--- src/rtl/spi_minion_stream_adapter.sv ---
// SPI mode-0 minion bridging {wr_val, rd_req, data} frames to valid/ready streams in both directions.
// Frame effects land SYNC_STAGES+1 clk after cs rises; RX drops (rx_overflow) when full, send_rdy deasserts when TX is full.

module spi_minion_stream_adapter_fifo #(
    parameter int W     = 32,
    parameter int DEPTH = 4
) (
    input  logic         clk,
    input  logic         reset,
    input  logic         push,
    input  logic [W-1:0] push_dat,
    input  logic         pop,
    output logic [W-1:0] head_dat,
    output logic         full,
    output logic         empty
);
    // Callers gate push/pop against full/empty; this block never refuses.
    localparam int PW = $clog2(DEPTH);
    localparam logic [PW:0] CNT_FULL = DEPTH[PW:0];

    logic [W-1:0]  mem_q [DEPTH];
    logic [W-1:0]  mem_d [DEPTH];
    logic [PW-1:0] wr_ptr_q, wr_ptr_d, rd_ptr_q, rd_ptr_d;
    logic [PW:0]   cnt_q, cnt_d;

    always_comb begin
        mem_d    = mem_q;
        wr_ptr_d = wr_ptr_q;
        rd_ptr_d = rd_ptr_q;
        cnt_d    = cnt_q;
        if (push) begin
            mem_d[wr_ptr_q] = push_dat;
            wr_ptr_d        = wr_ptr_q + 1'b1;
        end
        if (pop) begin
            rd_ptr_d = rd_ptr_q + 1'b1;
        end
        case ({push, pop})
            2'b10:   cnt_d = cnt_q + 1'b1;
            2'b01:   cnt_d = cnt_q - 1'b1;
            default: cnt_d = cnt_q;
        endcase
    end

    always_ff @(posedge clk or posedge reset) begin
        if (reset) begin
            for (int i = 0; i < DEPTH; i++) begin
                mem_q[i] <= '0;
            end
            wr_ptr_q <= '0;
            rd_ptr_q <= '0;
            cnt_q    <= '0;
        end else begin
            mem_q    <= mem_d;
            wr_ptr_q <= wr_ptr_d;
            rd_ptr_q <= rd_ptr_d;
            cnt_q    <= cnt_d;
        end
    end

    assign head_dat = mem_q[rd_ptr_q];
    assign full     = (cnt_q == CNT_FULL);
    assign empty    = (cnt_q == '0);
endmodule

module spi_minion_stream_adapter #(
    parameter int DATA_W      = 32,
    parameter int RX_DEPTH    = 4,
    parameter int TX_DEPTH    = 4,
    parameter int PARITY_MODE = 0,
    parameter int SYNC_STAGES = 2
) (
    input  logic              clk,
    input  logic              reset,
    input  logic              cs,
    input  logic              sclk,
    input  logic              mosi,
    output logic              miso,
    output logic [DATA_W-1:0] recv_msg,
    output logic              recv_val,
    input  logic              recv_rdy,
    input  logic [DATA_W-1:0] send_msg,
    input  logic              send_val,
    output logic              send_rdy,
    output logic              minion_parity,
    output logic              adapter_parity,
    output logic              rx_overflow,
    output logic              frame_error
);
    localparam int FRAME_W = DATA_W + 2;
    localparam int CNT_W   = $clog2(FRAME_W + 2);
    localparam logic [CNT_W-1:0] CNT_FRAME = FRAME_W[CNT_W-1:0];
    localparam logic [CNT_W-1:0] CNT_MAX   = CNT_FRAME + 1'b1;

    function automatic logic parity_of(input logic [DATA_W-1:0] d);
        case (PARITY_MODE)
            1:       parity_of = ^d;
            2:       parity_of = ~^d;
            default: parity_of = 1'b0;
        endcase
    endfunction

    // cs chain resets low so a cs already low at reset release never looks like a falling edge.
    logic [SYNC_STAGES-1:0] cs_sync_q, cs_sync_d, sclk_sync_q, sclk_sync_d, mosi_sync_q, mosi_sync_d;
    logic cs_last_q, cs_last_d, sclk_last_q, sclk_last_d;
    logic cs_s, sclk_s, mosi_s, cs_fall, cs_rise, sclk_rise, sclk_fall;

    logic               armed_q, armed_d, tx_avail_q, tx_avail_d;
    logic [CNT_W-1:0]   bit_cnt_q, bit_cnt_d;
    logic [FRAME_W-1:0] shift_in_q, shift_in_d, shift_out_q, shift_out_d;
    logic               rx_overflow_q, rx_overflow_d, frame_error_q, frame_error_d;
    logic               minion_parity_q, minion_parity_d;

    logic              rx_push, rx_pop, rx_full, rx_empty;
    logic              tx_push, tx_pop, tx_full, tx_empty;
    logic [DATA_W-1:0] tx_head;
    logic              frame_wr, frame_rd;
    logic [DATA_W-1:0] frame_dat;

    assign cs_s      = cs_sync_q[SYNC_STAGES-1];
    assign sclk_s    = sclk_sync_q[SYNC_STAGES-1];
    assign mosi_s    = mosi_sync_q[SYNC_STAGES-1];
    assign cs_fall   = cs_last_q & ~cs_s;
    assign cs_rise   = ~cs_last_q & cs_s;
    assign sclk_rise = ~sclk_last_q & sclk_s;
    assign sclk_fall = sclk_last_q & ~sclk_s;

    assign frame_wr  = shift_in_q[FRAME_W-1];
    assign frame_rd  = shift_in_q[FRAME_W-2];
    assign frame_dat = shift_in_q[DATA_W-1:0];

    assign rx_pop  = ~rx_empty & recv_rdy;
    assign tx_push = send_val & ~tx_full;

    always_comb begin
        cs_sync_d       = {cs_sync_q[SYNC_STAGES-2:0], cs};
        sclk_sync_d     = {sclk_sync_q[SYNC_STAGES-2:0], sclk};
        mosi_sync_d     = {mosi_sync_q[SYNC_STAGES-2:0], mosi};
        cs_last_d       = cs_s;
        sclk_last_d     = sclk_s;
        armed_d         = armed_q;
        tx_avail_d      = tx_avail_q;
        bit_cnt_d       = bit_cnt_q;
        shift_in_d      = shift_in_q;
        shift_out_d     = shift_out_q;
        rx_overflow_d   = rx_overflow_q;
        frame_error_d   = frame_error_q;
        rx_push         = 1'b0;
        tx_pop          = 1'b0;

        if (cs_fall) begin
            armed_d     = 1'b1;
            bit_cnt_d   = '0;
            shift_in_d  = '0;
            tx_avail_d  = ~tx_empty;
            shift_out_d = {~tx_empty, ~rx_full, (tx_empty ? {DATA_W{1'b0}} : tx_head)};
        end else if (cs_rise) begin
            armed_d     = 1'b0;
            shift_out_d = '0;
            if (armed_q) begin
                if (bit_cnt_q == CNT_FRAME) begin
                    if (frame_wr) begin
                        // A same-cycle consumer pop frees the slot even when full.
                        if (~rx_full | rx_pop) begin
                            rx_push = 1'b1;
                        end else begin
                            rx_overflow_d = 1'b1;
                        end
                    end
                    tx_pop = frame_rd & tx_avail_q;
                end else begin
                    frame_error_d = 1'b1;
                end
            end
        end else if (armed_q) begin
            if (sclk_rise) begin
                shift_in_d = {shift_in_q[FRAME_W-2:0], mosi_s};
                if (bit_cnt_q != CNT_MAX) begin
                    bit_cnt_d = bit_cnt_q + 1'b1;
                end
            end
            if (sclk_fall) begin
                shift_out_d = {shift_out_q[FRAME_W-2:0], 1'b0};
            end
        end

        minion_parity_d = rx_push ? parity_of(frame_dat) : minion_parity_q;
    end

    always_ff @(posedge clk or posedge reset) begin
        if (reset) begin
            cs_sync_q       <= '0;
            sclk_sync_q     <= '0;
            mosi_sync_q     <= '0;
            cs_last_q       <= 1'b0;
            sclk_last_q     <= 1'b0;
            armed_q         <= 1'b0;
            tx_avail_q      <= 1'b0;
            bit_cnt_q       <= '0;
            shift_in_q      <= '0;
            shift_out_q     <= '0;
            rx_overflow_q   <= 1'b0;
            frame_error_q   <= 1'b0;
            minion_parity_q <= 1'b0;
        end else begin
            cs_sync_q       <= cs_sync_d;
            sclk_sync_q     <= sclk_sync_d;
            mosi_sync_q     <= mosi_sync_d;
            cs_last_q       <= cs_last_d;
            sclk_last_q     <= sclk_last_d;
            armed_q         <= armed_d;
            tx_avail_q      <= tx_avail_d;
            bit_cnt_q       <= bit_cnt_d;
            shift_in_q      <= shift_in_d;
            shift_out_q     <= shift_out_d;
            rx_overflow_q   <= rx_overflow_d;
            frame_error_q   <= frame_error_d;
            minion_parity_q <= minion_parity_d;
        end
    end

    spi_minion_stream_adapter_fifo #(.W(DATA_W), .DEPTH(RX_DEPTH)) u_rx_fifo (
        .clk      (clk),
        .reset    (reset),
        .push     (rx_push),
        .push_dat (frame_dat),
        .pop      (rx_pop),
        .head_dat (recv_msg),
        .full     (rx_full),
        .empty    (rx_empty)
    );

    spi_minion_stream_adapter_fifo #(.W(DATA_W), .DEPTH(TX_DEPTH)) u_tx_fifo (
        .clk      (clk),
        .reset    (reset),
        .push     (tx_push),
        .push_dat (send_msg),
        .pop      (tx_pop),
        .head_dat (tx_head),
        .full     (tx_full),
        .empty    (tx_empty)
    );

    assign miso           = shift_out_q[FRAME_W-1];
    assign recv_val       = ~rx_empty;
    assign send_rdy       = ~tx_full;
    assign minion_parity  = minion_parity_q;
    assign adapter_parity = recv_val & parity_of(recv_msg);
    assign rx_overflow    = rx_overflow_q;
    assign frame_error    = frame_error_q;
endmodule

--- config.mk ---
export PLATFORM = sky130hd
export DESIGN_NAME = spi_minion_stream_adapter
export DESIGN_NICKNAME = d
export VERILOG_FILES = /design/src/rtl/spi_minion_stream_adapter.sv
export SDC_FILE = /design/constraint.sdc
export NUM_CORES = 1
export LEC_CHECK = 0
export CAP_MARGIN = 20
export CELL_PAD_IN_SITES_DETAIL_PLACEMENT = 1
export CELL_PAD_IN_SITES_GLOBAL_PLACEMENT = 1
export CORE_UTILIZATION = 40
export CTS_CLUSTER_SIZE = 30
export DETAILED_ROUTE_END_ITERATION = 16
export PLACE_DENSITY = 0.66
export REMOVE_ABC_BUFFERS = 1
export SLEW_MARGIN = 20
export SYNTH_ARGS = -nofsm -noshare
export SYNTH_HDL_FRONTEND = slang
export SYNTH_SLANG_ARGS = --single-unit
--- constraint.sdc ---
create_clock -name clk -period 34.3 [get_ports clk]
set_input_delay 6.86 -clock clk [delete_from_list [all_inputs] [get_ports clk]]
set_output_delay 6.86 -clock clk [all_outputs]
set_load 0.01 [all_outputs]
==> run_1/power_grid.png <==
The bar under the picture is 50 um long. Pins as bars on the die edge. Tap cells in gray.
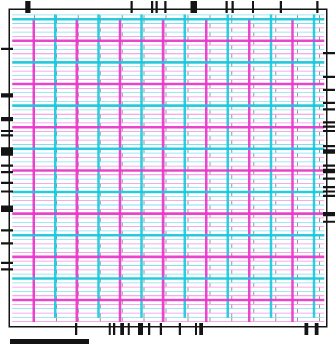
- VDD: cyan
- VSS: magenta
- tap cells: 511
- rows: 71

==> run_1/placement_by_type.png <==
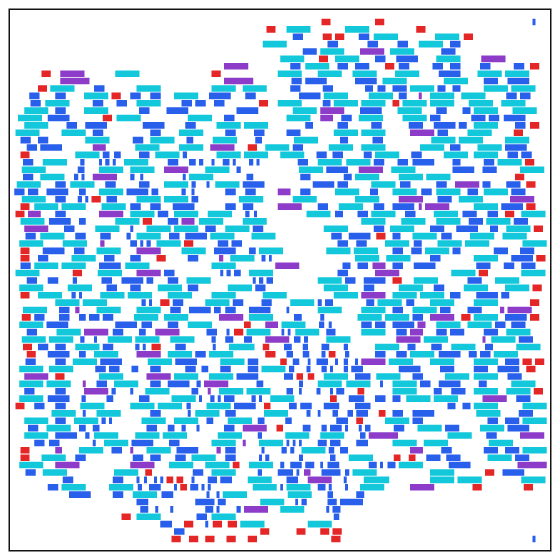
- flops: cyan (cells 356; share of their area 51%)
- other buffers and delay cells: red (cells 96; share of their area 5.2%)
- clock drivers and dummy loads: purple (cells 71; share of their area 8.0%)
- combinational and other logic: blue (cells 584; share of their area 36%)

==> run_1/clk_routes.png <==
The bar under the picture is 50 um long.
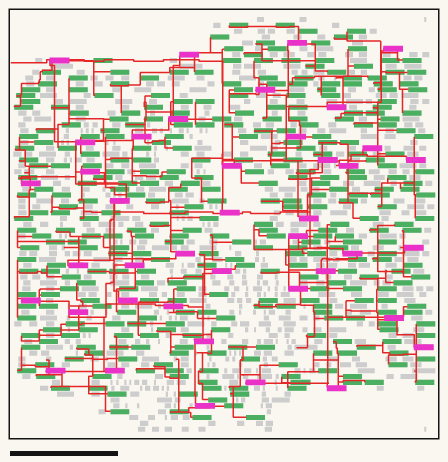
- clock wires: red (length 4770 um)
- clock drivers: magenta (count 41)
- flip-flops: green (count 356)
- flops lie: all over the die
- routed clock nets: 42

==> impl_summary.log, run 1 <==
[metrics] run summary
INFO  metric run_status = finished, final reports clean
INFO  metric fp_util = 0.409
INFO  metric total_leakage_power = a little under 8 nW
INFO  metric final-setup-viol-count = 0
INFO  metric worstPathMaxFanout = 137
INFO  metric floorplan.rows = ~71
INFO  metric finalSetupTns = 0 ps
INFO  metric synthTopCellsByCount = sky130_fd_sc_hd__dfrtp_1 (356), sky130_fd_sc_hd__mux2_2 (217), sky130_fd_sc_hd__mux4_2 (64), sky130_fd_sc_hd__nor2_1 (42), sky130_fd_sc_hd__mux2_4 (40)
INFO  metric lay_top_count = sky130_fd_sc_hd__dfrtp_1
INFO  metric worst_hold_path.endpoint = sclk_sync_q[1]
INFO  metric tightest_slew = 986 ps
INFO  metric fp.dieH = approximately 200 um
INFO  metric fin_util = 0.478
INFO  metric stdcell_area = around 18000 um^2
INFO  metric dpl_wire_length = between 15 and 20 mm
INFO  metric num-multi-input-gates = between 500 and 600
INFO  metric final-nonclk-buf-share = 0.0503
INFO  metric dr.max_layer_used = met5
INFO  metric netlist_top_cells_area = sky130_fd_sc_hd__dfrtp_1 (57%), sky130_fd_sc_hd__mux2_2 (16%), sky130_fd_sc_hd__mux4_2 (9.3%), sky130_fd_sc_hd__mux2_4 (3.9%), sky130_fd_sc_hd__a22o_1 (1.9%)
INFO  metric headroom_to_the_max_slew_limit = 0.342
INFO  metric final-seq-area = 8910 um^2
INFO  metric tritoncts = built
INFO  metric netSwitchingPower = 0.000302 W
INFO  metric detail_route.vias_per_cell = roughly 5.4
INFO  metric ctsRootBufferMaster = sky130_fd_sc_hd__clkbuf_16
INFO  metric drtAntennaViolNets = 0
INFO  metric min-delay-path-class = register to register
INFO  metric cts.reportedPaths.clkPinSlew = 50 ps
INFO  metric insertion_delay = approximately 540 ps
INFO  metric critical_path_required = ~35000 ps
INFO  metric netlist_instances = 1005
INFO  metric worst_setup_path_endpoint = shift_in_q[18]
INFO  metric grt.overflow.total = 0
INFO  metric clockNetworkAreaShare = 0.0769
INFO  metric fin_worst_hold_slack = around 350 ps
INFO  metric critical_path.most_common_cell = sky130_fd_sc_hd__buf_4
INFO  metric grt_met1_usage = 0.223
INFO  metric global_route.usage.total = 0.176
INFO  metric skew = a little under 20 ps
INFO  metric area_delta_synth_final = 16.9%
INFO  metric drt_iter0_markers = 384
INFO  metric cts-resized-gates = 0
INFO  metric clock_path_buffers = 3
INFO  metric finalWorstSetupSlack = about 24000 ps
INFO  metric synth.cellmix.xorXnorShare = 0.00791
INFO  metric grt_pass1_vias = 9728
INFO  metric cp_cell_sequence = clkdlybuf4s50_1, inv_8, buf_4, buf_6, buf_4
INFO  metric crit_path_start = reset
==> run_1/wires.png <==
The bar under the picture is 50 um long. Two of the layers only.
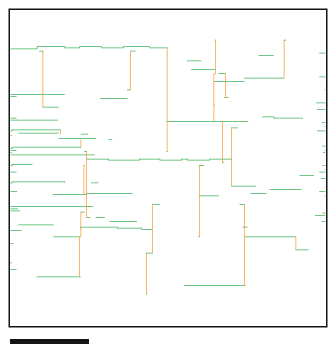

==> inputs of run 2 (changes only) <==
PLACE_DENSITY = 0.68   (was 0.66)
clock period = 8.6 ns   (was 34.3 ns; I/O delays follow)
==> run_2/wires.png <==
The bar under the picture is 50 um long. Two of the layers only.
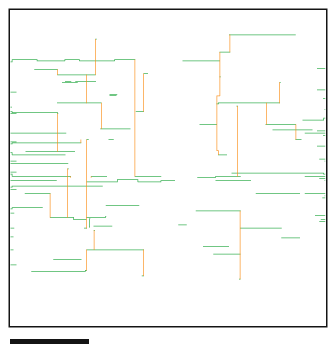
- metal 3: green (wire length 1390 um)
- metal 4: orange (wire length 528 um)

==> run_2/clk_routes.png <==
The bar under the picture is 50 um long.
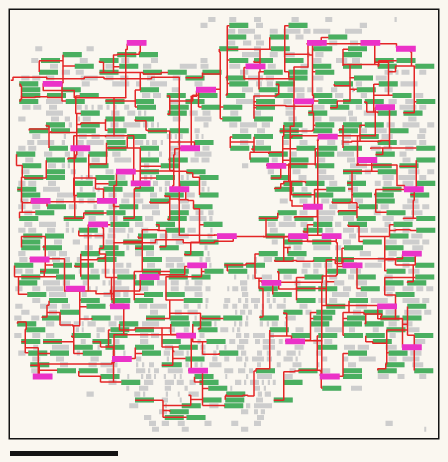
- flip-flops: green (count 356)
- clock drivers: magenta (count 41)
- clock wires: red (length 4640 um)
- flops lie: all over the die

==> run 2 against run 1 <==
Compared with the run above: setup slack worse by 20000 ps; sequential cell count stayed put; count of clock-buffer cells in the layout is 4 higher; sequential share of layout area is 0.17 points higher; cell area is 0.35% lower; sequential power went up to 4.0 times the previous value; global-route usage is 0.41 points lower; hold slack better by 2.6 ps; clock skew is 4.3 ps lower; highest routed layer unchanged.
==> impl_summary.log, run 2 <==
[metrics] run summary
INFO  metric dr.max_layer_used = met5 (unchanged)
INFO  metric netlist_top_cells_area = sky130_fd_sc_hd__dfrtp_1 (57%), sky130_fd_sc_hd__mux2_2 (16%), sky130_fd_sc_hd__mux4_2 (9.3%), sky130_fd_sc_hd__mux2_4 (3.9%), sky130_fd_sc_hd__a22o_1 (1.9%) (unchanged)
INFO  metric insertion_delay = 540 ps (about the same)
INFO  metric run_status = finished, final reports clean (unchanged)
INFO  metric synthTopCellsByCount = sky130_fd_sc_hd__dfrtp_1 (356), sky130_fd_sc_hd__mux2_2 (217), sky130_fd_sc_hd__mux4_2 (64), sky130_fd_sc_hd__nor2_1 (42), sky130_fd_sc_hd__mux2_4 (40) (unchanged)
INFO  metric tritoncts = built (unchanged)
INFO  metric finalSetupTns = 0 ps (unchanged)
INFO  metric finalWorstSetupSlack = 4060 ps (was 24370 ps)
INFO  metric drt_iter0_markers = 313 (was 384)
INFO  metric grt.overflow.total = 0 (unchanged)
INFO  metric lay_top_count = sky130_fd_sc_hd__dfrtp_1 (unchanged)
INFO  metric dpl_wire_length = 18.1 mm (about the same)
INFO  metric detail_route.vias_per_cell = 5.36 (about the same)
INFO  metric cts-resized-gates = 0 (unchanged)
INFO  metric tightest_slew = 1030 ps (was 986 ps)
INFO  metric drtAntennaViolNets = 0 (unchanged)
INFO  metric min-delay-path-class = register to register (unchanged)
INFO  metric stdcell_area = 18100 um^2 (about the same)
INFO  metric global_route.usage.total = 0.172 (was 0.176)
INFO  metric synth.cellmix.xorXnorShare = 0.00791 (unchanged)
INFO  metric worst_hold_path.endpoint = cs_sync_q[1] (was sclk_sync_q[1])
INFO  metric cts.reportedPaths.clkPinSlew = 60 ps (was 50 ps)
INFO  metric cp_cell_sequence = buf_4, mux4_2, clkdlybuf4s50_1 (was clkdlybuf4s50_1, inv_8, buf_4, buf_6, buf_4)
INFO  metric floorplan.rows = 71 (unchanged)
INFO  metric headroom_to_the_max_slew_limit = 0.316 (was 0.342)
INFO  metric final-setup-viol-count = 0 (unchanged)
INFO  metric skew = 15.5 ps (was 19.9 ps)
INFO  metric fin_worst_hold_slack = 354 ps (was 352 ps)
INFO  metric ctsRootBufferMaster = sky130_fd_sc_hd__clkbuf_16 (unchanged)
INFO  metric critical_path_required = 6880 ps (was 34850 ps)
INFO  metric total_leakage_power = 7.88 nW (was 7.91 nW)
INFO  metric grt_met1_usage = 0.215 (was 0.223)
INFO  metric clock_path_buffers = 3 (unchanged)
==> run_2/power_grid.png <==
The bar under the picture is 50 um long. Pins as bars on the die edge. Tap cells in gray.
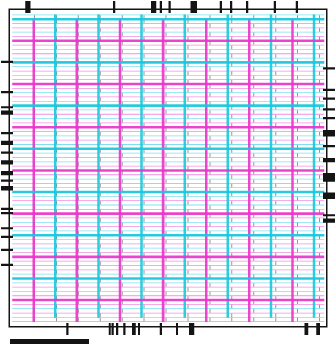
- VSS: magenta
- VDD: cyan
- rows: 71
- met4 straps: 14
- tap cells: 511

Power and IR drop assume default switching activity.
